<file path="config.mk">
export PLATFORM = sky130hd
export DESIGN_NAME = m16_rd_arbiter
export DESIGN_NICKNAME = d
export VERILOG_FILES = /design/src/rtl/m16_rd_arbiter.sv
export SDC_FILE = /design/constraint.sdc
export NUM_CORES = 1
export LEC_CHECK = 0
export CAP_MARGIN = 5
export CORE_ASPECT_RATIO = 1.75
export CORE_UTILIZATION = 30
export CTS_CLUSTER_DIAMETER = 80
export DETAILED_ROUTE_END_ITERATION = 10
export PLACE_DENSITY = 0.62
export SLEW_MARGIN = 0
export SYNTH_ARGS = -nofsm -noshare
export SYNTH_HDL_FRONTEND = slang
export SYNTH_SLANG_ARGS = --single-unit
</file>
<file path="constraint.sdc">
create_clock -name clk -period 4.2 [get_ports clk]
set_clock_uncertainty 0.2 [all_clocks]
set_input_delay 0.84 -clock clk [delete_from_list [all_inputs] [get_ports clk]]
set_output_delay 0.84 -clock clk [all_outputs]
set_load 0.005 [all_outputs]
</file>
<file path="src/rtl/m16_rd_arbiter.sv">
// Shares one word-buffer read port among NCH frame formers. Strobes are synchronised and edge-detected; the channels are served round-robin.
// Latency: req rise to ISSUE takes 4 clk. word_vld follows ISSUE by MEM_LAT+1 clk. One read completes every MEM_LAT+2 clk.
// Backpressure: none. A re-request to a still-pending channel replaces the address and sets overrun. Optional: M16_PRIORITY_EN.
module m16_rd_arbiter #(
  parameter int NCH     = 5,
  parameter int AW      = 11,
  parameter int DW      = 12,
  parameter int MEM_LAT = 2
) (
  input  logic              clk,
  input  logic              reset,
  input  logic [NCH-1:0]    req,
  input  logic [NCH*AW-1:0] addr,
  output logic              mem_rd_en,
  output logic [2:0]        mem_sel,
  output logic [AW-1:0]     mem_addr,
  input  logic [DW-1:0]     mem_data,
  output logic [NCH*DW-1:0] word_out,
  output logic [NCH-1:0]    word_vld,
  output logic [NCH-1:0]    overrun,
  input  logic              clr_ovr
);

  typedef enum logic [1:0] {IDLE, ISSUE, WAIT, CAPT} state_t;

  state_t          state, stateNxt;
  logic [NCH-1:0]  reqS1, reqS2, reqS3, reqEdge;
  logic [NCH-1:0]  pending, issueHit, cand;
  logic [AW-1:0]   capAddr [NCH];
  logic [DW-1:0]   wordQ [NCH];
  logic [NCH-1:0]  wordVldQ;
  logic [2:0]      ptr, ptrNxt, grant, pick;
  logic            pickVld;
  logic [2:0]      latCnt, latCntNxt;
  logic [AW-1:0]   memAddrQ;
  logic [3:0]      sum;

  always_ff @(posedge clk or negedge reset) begin
    if (!reset) begin
      reqS1 <= '0;
      reqS2 <= '0;
      reqS3 <= '0;
    end else begin
      reqS1 <= req;
      reqS2 <= reqS1;
      reqS3 <= reqS2;
    end
  end

  assign reqEdge = reqS2 & ~reqS3;

  always_comb begin
    issueHit = '0;
    if (state == ISSUE) issueHit[grant] = 1'b1;
  end

  // An edge landing on the issue cycle starts a fresh request rather than an overrun.
  always_ff @(posedge clk or negedge reset) begin
    if (!reset) begin
      pending <= '0;
      overrun <= '0;
      for (int i = 0; i < NCH; i++) capAddr[i] <= '0;
    end else begin
      for (int i = 0; i < NCH; i++) begin
        if (reqEdge[i]) begin
          pending[i] <= 1'b1;
          capAddr[i] <= addr[i*AW +: AW];
        end else if (issueHit[i]) begin
          pending[i] <= 1'b0;
        end
      end
      overrun <= (overrun & ~{NCH{clr_ovr}}) | (reqEdge & pending & ~issueHit);
    end
  end

  // The search loop runs downwards, so the candidate nearest ptr is assigned last and wins.
  always_comb begin
    pick    = '0;
    pickVld = 1'b0;
    sum     = '0;
    cand    = pending;
`ifdef M16_PRIORITY_EN
    cand[0] = 1'b0;
`endif
    for (int k = NCH-1; k >= 0; k--) begin
      sum = {1'b0, ptr} + 4'(k);
      if (sum >= 4'(NCH)) sum = sum - 4'(NCH);
      if (cand[sum[2:0]]) begin
        pick    = sum[2:0];
        pickVld = 1'b1;
      end
    end
`ifdef M16_PRIORITY_EN
    if (pending[0]) begin
      pick    = '0;
      pickVld = 1'b1;
    end
`endif
  end

  always_comb begin
    stateNxt  = state;
    latCntNxt = latCnt;
    case (state)
      IDLE:  if (pickVld) stateNxt = ISSUE;
      ISSUE: begin
        latCntNxt = 3'(MEM_LAT-1);
        stateNxt  = (MEM_LAT == 1) ? CAPT : WAIT;
      end
      WAIT: begin
        latCntNxt = latCnt - 3'd1;
        if (latCnt == 3'd1) stateNxt = CAPT;
      end
      CAPT:    stateNxt = IDLE;
      default: stateNxt = IDLE;
    endcase
  end

  assign ptrNxt = (grant == 3'(NCH-1)) ? 3'd0 : grant + 3'd1;

  always_ff @(posedge clk or negedge reset) begin
    if (!reset) begin
      state    <= IDLE;
      latCnt   <= '0;
      grant    <= '0;
      ptr      <= '0;
      memAddrQ <= '0;
      wordVldQ <= '0;
      for (int i = 0; i < NCH; i++) wordQ[i] <= '0;
    end else begin
      state    <= stateNxt;
      latCnt   <= latCntNxt;
      wordVldQ <= '0;
      if (state == IDLE && pickVld) grant <= pick;
      if (state == ISSUE) memAddrQ <= capAddr[grant];
      if (state == CAPT) begin
        wordQ[grant]    <= mem_data;
        wordVldQ[grant] <= 1'b1;
`ifdef M16_PRIORITY_EN
        if (grant != 3'd0) ptr <= ptrNxt;
`else
        ptr <= ptrNxt;
`endif
      end
    end
  end

  assign mem_rd_en = (state == ISSUE);
  assign mem_sel   = grant;
  assign mem_addr  = (state == ISSUE) ? capAddr[grant] : memAddrQ;
  assign word_vld  = wordVldQ;

  for (genvar g = 0; g < NCH; g++) begin : gWord
    assign word_out[g*DW +: DW] = wordQ[g];
  end

endmodule
</file>
==> results.ini, run 1 <==
[run_status]
status = finished clean

[logic_synthesis]
ys_seq_frac = 0.543
yosys-mux-area-fraction = 0.120
area_leaders = dfrtp_1 54%, nand2_1 11%, mux2_2 7.0%, ha_1 2.8%, mux2i_1 2.3%
synthAoiAreaFrac = 0.0879
top_cells_by_count = 224 x nand2_1, 167 x dfrtp_1, 48 x mux2_2
xor_area_frac = 0.00227
synth_nets = 848
top_area_frac = 0.543
syn_area_per_cell_sq_um = 10.2
async_flop_share = 1.00
yosysUniqueCellTypes = 61
ys_seq_elements = 167
ys_cells = 755
synthMostInstantiatedCell = nand2_1
edf_count = 0
synthFlopType = dfrtp_1
synth_top_cell_by_area = dfrtp_1
yosys.area_share.simple = 0.185
synthesis.instances = 755
yosysChipArea_sq_mm = 0.00770
syn-cell-area_sq_mm = 0.00770
top_logic_kind = simple AND/OR/NAND/NOR gates
ys_warn_count = 0

[setup_path]
crit_path_start_kind = register
crit_type = register to primary output
r2r-start = ptr[1]$_DFFE_PN0P_
r2r_cells = 10
slowest_delay_ps = 740
crit_family = buffers and inverters
startpoint = mem_sel[0]$_DFFE_PN0P_
r2r_end = state[1]$_DFFE_PN0P_
critPathCaptureType = primary output
crit_path_cell_trace = clkinv_1 -> nor2_1 -> a21oi_1 -> o221ai_1 -> o21a_1 -> clkdlybuf4s50_1
crit_cells = 6
rrSetupSlack_ps = 580
cp_num_buf_inv = 2
worstPathArrival_ps = 2980
endpoint = mem_addr[8]
worstPathMaxFanout = 10
critPathRequiredTime_ps = 3160

[final_layout]
drive_above_1_share = 0.117
final_cell_mix = 224 x nand2_1, 167 x dfrtp_1, 158 x clkdlybuf4s50_1
buf_share = 0.169
logic_area_sq_mm = 0.00328
diodes = 0
nets = 1003
dominant_cells = registers
clock_buffers = 22
buffers_excl_clock = 175
comb_share = 0.322
areaGrowthSynthToFinish_pct = 32.3
largest_reg_flops = 60
inv_count = 23

[timing]
slew_headroom = 0.421
fin_crit_ps = 4020
setup_viol = 0
finalClockPeriodUsage = 0.957
hold_viol = 0
timing.final.ws_setup_ps = 180
final_max_slew_viol_count = 0
rsz0062_at_grt = no

[clock_tree]
insertion_delay_ps = 430
postCtsSetupBuffers = 0
htreeDepth = 4
clock-sinks = 167
cts_hold_buf = 0
clock-root-buffer = clkbuf_16
ctsResizeCount = 0
cts_inserted_buffers = 17
path_clk_slew_ps = 60
cts_tree = built

[global_routing]
grt_pass1_wl_um = 35700
grt_use_met2 = 0.326
antenna_found_initial = 0
grt_usage = 0.183
grtUsageMet1 = 0.187

[route]
routed_wl_um = 22700
dr_wl_met2_um = 12200
drt_iter0_drc = 314
top_layer = met4
post_drt_wl_per_cell_um = 18.3
firstDrtPassIters = 4
vias = 5963
wl_met1_um = 8080
drc_errors = 0
wl_met3_um = 1390
viasPerCell = 4.82

[job]
maxCapViolCount = 0
tool_warnings = 37

[power]
pwr-share-comb = 0.498
power_density_mw_per_mm2 = 770
ir_worst_vdd_v = 0.000582
powerClk_uw = 1420
seq_power_uw = 2520
power_frac_seq = 0.321
internal_power_uw = 4870
p_leak_uw = 0.00463
p_comb_uw = 3910
clockPowerShare = 0.180
p_sw_frac = 0.380

[placed_design]
numPortBuffers = 159
place_inst = 1207
placed_cell_area_sq_mm = 0.00967
gp_congestion = 0.906
dp_hpwl_um = 17400
dp_slack_ps = 611

[hold_path]
hold_path_class = register to register
hold_path_end = reqS2[3]$_DFF_PN0_
hold_start = reqS1[3]$_DFF_PN0_

[die]
num_io_pins = 160
dieWidth_um = 123
die_y_um = 214

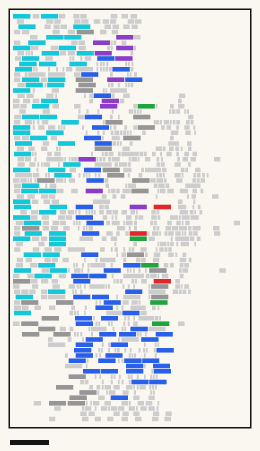
*Where the registers sit, run 1*
Scale bar: 20 um. Other sequential cells in the stronger gray, the rest of the logic in the fainter gray.
[red] ptr | flops: 3
[blue] capAddr | flops: 55
[green] overrun | flops: 5
[purple] memAddrQ | flops: 11 | where: north
[cyan] word_out | flops: 60
not colored: 33
register area: 0.00418 sq mm
post-layout util: 0.404

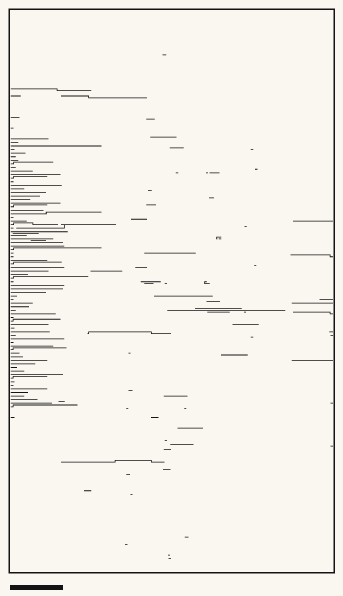
*Signal wires on met3, run 1*
Scale bar: 20 um.
wire length on this layer: 1,390 um
main direction: horizontal

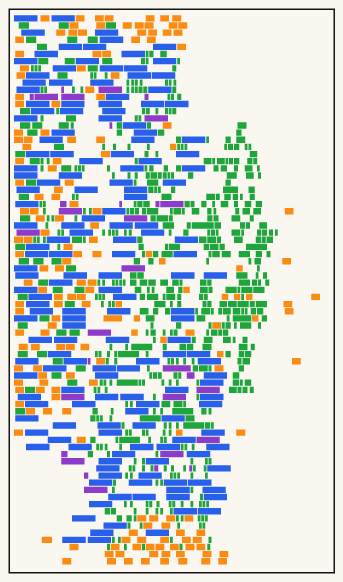
*Cells colored by class, run 1*
[orange] remaining buffers and delay cells | cells: 175
[purple] clock drivers and dummy loads | cells: 31
[blue] registers | cells: 167
[green] remaining logic cells | cells: 549
core region area: 0.0252 sq mm
FP Rows: 77
flop share of the area: 0.410
final instance area: 0.0102 sq mm

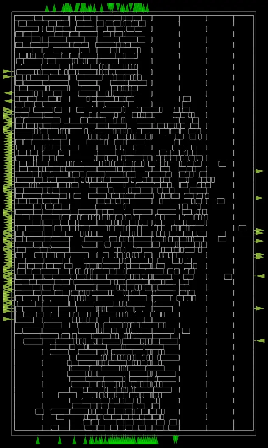
*Cell placement, run 1*
Layout fillers: 2,477
Non-Filler Instances: 1,238
flip-flops: 167
tap cells: 316

### Placement density heat map, run 1

The die is cut into 12 by 21 equal tiles; white is low, dark blue is high, 0 to 100% covered.
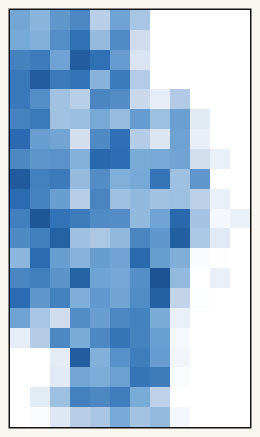

==> run 1 -> run 2 <==
CORE_MARGIN = 8   (was default)
SLEW_MARGIN = default   (was 0)
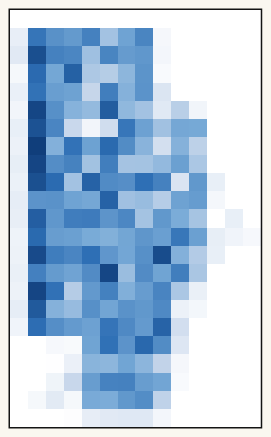
*Placement density heat map, run 2*
The die is cut into 14 by 23 equal tiles; white is low, dark blue is high, 0 to 100% covered.
tiles over 75% full: 7.1%
mean over tiles: 32%
nearly empty tiles: 31%
Core Density at Floorplan: 0.305
post-layout util: 0.406

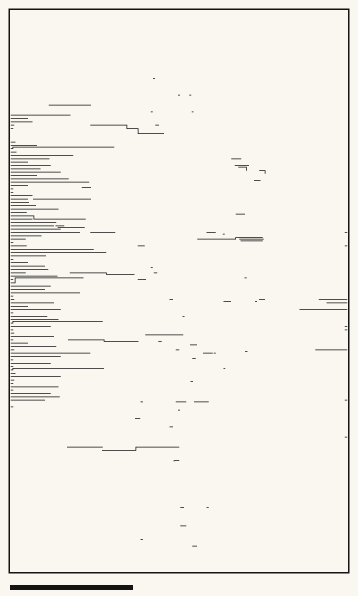
*Signal wires on met3, run 2*
Scale bar: 50 um.
nets with wire on the layer: 124
longest straight run: 40.9 um
wire length on this layer: 1,480 um
share of all routed wire: 6.1%
met3 Resource Use GR: 0.0513
routed vias: 5,997
final WL: 24,100 um

==> run 2 against run 1 <==
Wire length rose by 6.2%. Cell count did not move. Register-to-register slack got worse by 110 ps. Synthesized area did not move. Utilization rose by 0.18 points. Critical path type unchanged. Critical path depth did not move. Die size rose by 19%. Largest cell class unchanged. First-iteration DRC count fell by 16%. Non-clock buffer count did not move. Power rose by 1.1%. Highest routed layer unchanged.
==> results.ini, run 2 <==
[power]
clockPowerShare = 0.190
p_leak_uw = 0.00465
internal_power_uw = 4960
ir_worst_vdd_v = 0.000496
pwr-share-comb = 0.494
p_comb_uw = 3920
powerClk_uw = 1510
power_density_mw_per_mm2 = 775

[logic_synthesis]
yosys.area_share.simple = 0.185
synthFlopType = dfrtp_1
ys_seq_frac = 0.543
syn_area_per_cell_sq_um = 10.2
synthesis.instances = 755
synth_nets = 848
yosysUniqueCellTypes = 61
ys_cells = 755
yosysChipArea_sq_mm = 0.00770
synth_top_cell_by_area = dfrtp_1
yosys-mux-area-fraction = 0.120
edf_count = 0
ys_warn_count = 0
async_flop_share = 1.00
synthMostInstantiatedCell = nand2_1

[timing]
final_max_slew_viol_count = 0
setup_viol = 0
finalClockPeriodUsage = 0.951
timing.final.ws_setup_ps = 208

[clock_tree]
path_clk_slew_ps = 60
postCtsSetupBuffers = 0
ctsResizeCount = 0
cts_hold_buf = 0
cts_inserted_buffers = 17
insertion_delay_ps = 420
cts_tree = built

[global_routing]
grt_usage = 0.160
grtUsageMet1 = 0.156
antenna_found_initial = 0
grt_use_met2 = 0.285

[hold_path]
hold_start = reqS1[0]$_DFF_PN0_

[job]
tool_warnings = 37

[route]
dr_wl_met2_um = 12800
firstDrtPassIters = 4
post_drt_wl_per_cell_um = 19.5
wl_met1_um = 8480
wl_met3_um = 1480

[setup_path]
r2r-start = ptr[1]$_DFFE_PN0P_
cp_num_buf_inv = 2
crit_path_start_kind = register
endpoint = mem_addr[8]
crit_type = register to primary output
crit_path_cell_trace = inv_1 -> nor2_1 -> a22oi_1 -> o221ai_1 -> o21a_1 -> clkdlybuf4s50_1
rrSetupSlack_ps = 470
worstPathMaxFanout = 21
crit_family = flip-flops
r2r_cells = 10

[final_layout]
comb_share = 0.321
clock_buffers = 22
dominant_cells = registers
buf_share = 0.169
buffers_excl_clock = 175
largest_reg_flops = 60
final_cell_mix = 224 x nand2_1, 166 x dfrtp_1, 158 x clkdlybuf4s50_1
layoutNonFillerInstCount = 1238

[placed_design]
numPortBuffers = 159
placed_cell_area_sq_mm = 0.00967
dp_slack_ps = 512
gp_congestion = 0.867
place_inst = 1207

[die]
dieWidth_um = 137
die_y_um = 228
num_rows = 77
taps = 316

[run_status]
status = finished clean

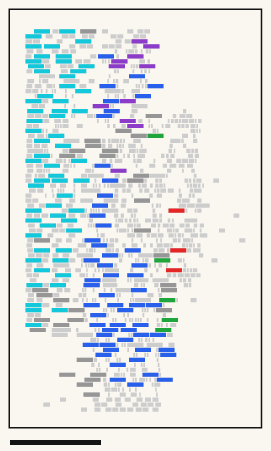
*Where the registers sit, run 2*
Scale bar: 50 um. Other sequential cells in the stronger gray, the rest of the logic in the fainter gray.
Seq. pwr: 2510 uW
register area: 0.00418 sq mm
flop share of the area: 0.408

No activity file was given, so power comes from the tool's default toggle rates.
